**Clock network drawn from the DEF**

(3 px per um)
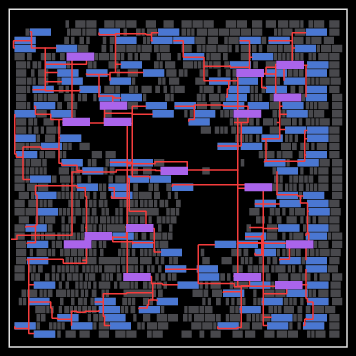
**Track usage over the die**

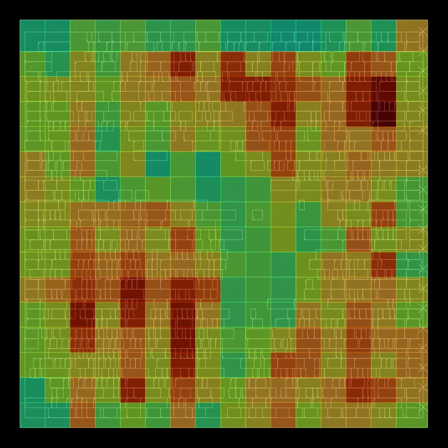
**Placement density heat map**

(3 px per um) 11 x 11 tiles, from dark blue (low) to red (high), 0 to 100% covered.
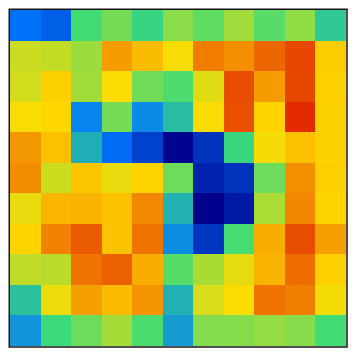
==> src/rtl/mips_defs.sv <==
// Shared MIPS pipeline constants: reset PC, instruction-memory window and the NOP encoding.
package mips_defs;

    localparam logic [31:0] RESET_PC  = 32'h0000_3000;
    localparam logic [31:0] IM_BASE   = 32'h0000_3000;
    localparam int          IM_DEPTH  = 4096;
    localparam logic [31:0] NOP_INSTR = 32'h0000_0000;

endpackage

==> src/rtl/if_id_reg.sv <==
// IF/ID pipeline register: flush beats stall, stall holds, otherwise latch the fetch result.
// A fetch fault latches a NOP bubble with the exception bit set.
module if_id_reg
    import mips_defs::*;
(
    input  logic        clk,
    input  logic        reset,
    input  logic        stall,
    input  logic        flush,
    input  logic [31:0] instr_f,
    input  logic [31:0] pc_f,
    input  logic        fault_f,
    output logic [31:0] instr_d,
    output logic [31:0] pc_d,
    output logic        valid_d,
    output logic        exc_d
);

    always_ff @(posedge clk) begin
        if (reset) begin
            instr_d <= NOP_INSTR;
            pc_d    <= 32'h0;
            valid_d <= 1'b0;
            exc_d   <= 1'b0;
        end else if (flush) begin
            instr_d <= NOP_INSTR;
            pc_d    <= pc_f;
            valid_d <= 1'b0;
            exc_d   <= 1'b0;
        end else if (!stall) begin
            pc_d <= pc_f;
            if (fault_f) begin
                instr_d <= NOP_INSTR;
                valid_d <= 1'b0;
                exc_d   <= 1'b1;
            end else begin
                instr_d <= instr_f;
                valid_d <= 1'b1;
                exc_d   <= 1'b0;
            end
        end
    end

endmodule

==> src/rtl/fetch_stage.sv <==
// MIPS IF stage: PC register, fetch-address fault check, stall counter and the IF/ID register.
// Define IF_ADDR_CHECK_EN to enable the fetch-address fault check (exc_D).
module fetch_stage #(
    parameter logic [31:0] RESET_PC = mips_defs::RESET_PC,
    parameter logic [31:0] IM_BASE  = mips_defs::IM_BASE,
    parameter int          IM_DEPTH = mips_defs::IM_DEPTH
) (
    input  logic        clk,
    input  logic        reset,
    input  logic [31:0] npc,
    input  logic        stall,
    input  logic        flush,
    output logic [31:0] im_addr,
    input  logic [31:0] im_rdata,
    output logic [31:0] pc_F,
    output logic [31:0] instr_D,
    output logic [31:0] pc_D,
    output logic        valid_D,
    output logic        exc_D,
    output logic [31:0] stall_cnt
);

    logic fetch_fault;

    assign im_addr = pc_F;

`ifdef IF_ADDR_CHECK_EN
    // 33-bit end address so a window touching 2^32 cannot wrap the comparison.
    localparam logic [32:0] IM_END = {1'b0, IM_BASE} + (33'(IM_DEPTH) << 2);

    assign fetch_fault = (pc_F[1:0] != 2'b00)
                       || (pc_F < IM_BASE)
                       || ({1'b0, pc_F} >= IM_END);
`else
    assign fetch_fault = 1'b0;
`endif

    always_ff @(posedge clk) begin
        if (reset) begin
            pc_F <= RESET_PC;
        end else if (!stall) begin
            pc_F <= npc;
        end
    end

    always_ff @(posedge clk) begin
        if (reset) begin
            stall_cnt <= 32'h0;
        end else if (stall && (stall_cnt != 32'hFFFF_FFFF)) begin
            stall_cnt <= stall_cnt + 32'h1;
        end
    end

    if_id_reg u_if_id_reg (
        .clk     (clk),
        .reset   (reset),
        .stall   (stall),
        .flush   (flush),
        .instr_f (im_rdata),
        .pc_f    (pc_F),
        .fault_f (fetch_fault),
        .instr_d (instr_D),
        .pc_d    (pc_D),
        .valid_d (valid_D),
        .exc_d   (exc_D)
    );

endmodule
==> config.mk <==
export PLATFORM = sky130hd
export DESIGN_NAME = fetch_stage
export DESIGN_NICKNAME = d
export VERILOG_FILES = /design/src/rtl/mips_defs.sv /design/src/rtl/if_id_reg.sv /design/src/rtl/fetch_stage.sv
export SDC_FILE = /design/constraint.sdc
export NUM_CORES = 1
export LEC_CHECK = 0
export ABC_AREA = 1
export CORE_UTILIZATION = 46
export DETAILED_ROUTE_END_ITERATION = 10
export PLACE_DENSITY = 0.91
export SETUP_SLACK_MARGIN = 0.02
export SYNTH_ARGS = -nofsm -noshare
export SYNTH_HDL_FRONTEND = slang
export SYNTH_SLANG_ARGS = --single-unit
==> constraint.sdc <==
create_clock -name clk -period 3.79 [get_ports clk]
set_input_delay 0.5685 -clock clk [delete_from_list [all_inputs] [get_ports clk]]
set_output_delay 0.5685 -clock clk [all_outputs]
set_load 0.05 [all_outputs]
==> impl_metrics.tcl <==
# flow metrics
set metrics [dict create \
    via_per_inst 5.135 \
    syn_inst 780 \
    endpoint "stall_cnt[0]" \
    cts_hold_buf 0 \
    drive_gt1_share_pct 5.658 \
    yosys.cell_types.count 28 \
    pwr-share-seq_pct 39.6 \
    reg2reg_from "stall_cnt[0]" \
    min_path_type "reg2reg" \
    die-width_um 112.1 \
    violations "DRC" \
    grt_max_degree 69 \
    cp.required_ps 3220 \
    end_kind "primary output" \
    fp_nets 849 \
    crit_chain "clkdlybuf4s50_1" \
    power_density_mw_per_mm2 451.3 \
    outcome "finished, violations left" \
    cts_tree "yes" \
    holdPathEnd "u_if_id_reg.instr_d[2]" \
    peakVddDrop_uv 303.5 \
    io_pins 230 \
    grt_pass1_wl_mm 25.43 \
    regToRegEndpoint "stall_cnt[31]" \
    syn_area_sq_mm 0.005578 \
    drc_errors 19 \
]
-- 'clock network drawn from the DEF' (at the start) --
- purple: clock drivers (count 17)
- red: clock wires (length 1530 um)
- blue: flip-flops (count 129)
- flops lie: all over the die
- routed clock nets: 18
skew final: 8.172 ps
Power Clock: 1.56 mW

-- 'track usage over the die' (at the start) --
met2 Usage GRT: 43.89%
GR peak layer: met2
M1 GR Usage: 29.12%

-- 'placement density heat map' (at the start) --
- fullest tile: 95%
- tiles over 75% full: 42%
- nearly empty tiles: 1.7%
- mean over tiles: 64%
- emptiest ninth of the die: centre

-- flip-flops by register name (all words and copies together), names as in the netlist --
name / cells
im_addr: 32
stall_cnt: 32
u_if_id_reg.valid_d: 1
u_if_id_reg.pc_d: 32
u_if_id_reg.instr_d: 32
-- layout make-up --
class | count | area, sq um
Fill cell | 860 | 3410
Sequential cell | 129 | 2582
Multi-Input combinational cell | 546 | 2431
Timing Repair Buffer | 234 | 2322
Clock buffer | 24 | 481.7
Tap cell | 143 | 178.9
Inverter | 34 | 127.6
Clock inverter | 5 | 80.08
-- power groups by stage --
stage,clock [mW],sequential (mW),combinational (mW)
floorplan,0,1.69,0.239
global placement,0,1.49,0.665
detailed placement,0,1.49,0.674
CTS,1.59,1.46,0.678
global route,1.66,1.47,0.709
finish,1.56,1.47,0.676
-- synthesized netlist by cell type (all sizes together) --
cell type,count,share of area [%]
a21oi,61,5.5
and2,1,0.11
buf,50,6.1
clkbuf,21,1.8
clkinv,1,0.067
conb,1,0.067
dfxtp,129,46
ha,1,0.22
inv,33,2.2
nand2,162,11
nand3,39,4.6
nand3b,1,0.13
nand4,10,1.1
nor2,204,14
nor3,2,0.18
o21ai,62,5.6
xor2,2,0.31
-- through the flow --
stage	total power, mW	hold WS [ps]	instances
global route	3.841	478.4	1115
CTS	3.730	462.9	1115
global placement	2.155	450.7	1086
finish	3.703	460.5	1115
detailed placement	2.166	454.7	1086
floorplan	1.931	637.6	780
-- metal layers --
metal	vias up	part of all wire, %	global-route usage, %	routed length (um)
met2	242	50	43.89	8021
li1	2817	-	-	-
met3	41	7.5	6.371	1202
met5	-	0	0	0
met1	2626	40	29.12	6335
met4	0	2.8	12.71	448
Power and IR drop assume default switching activity.
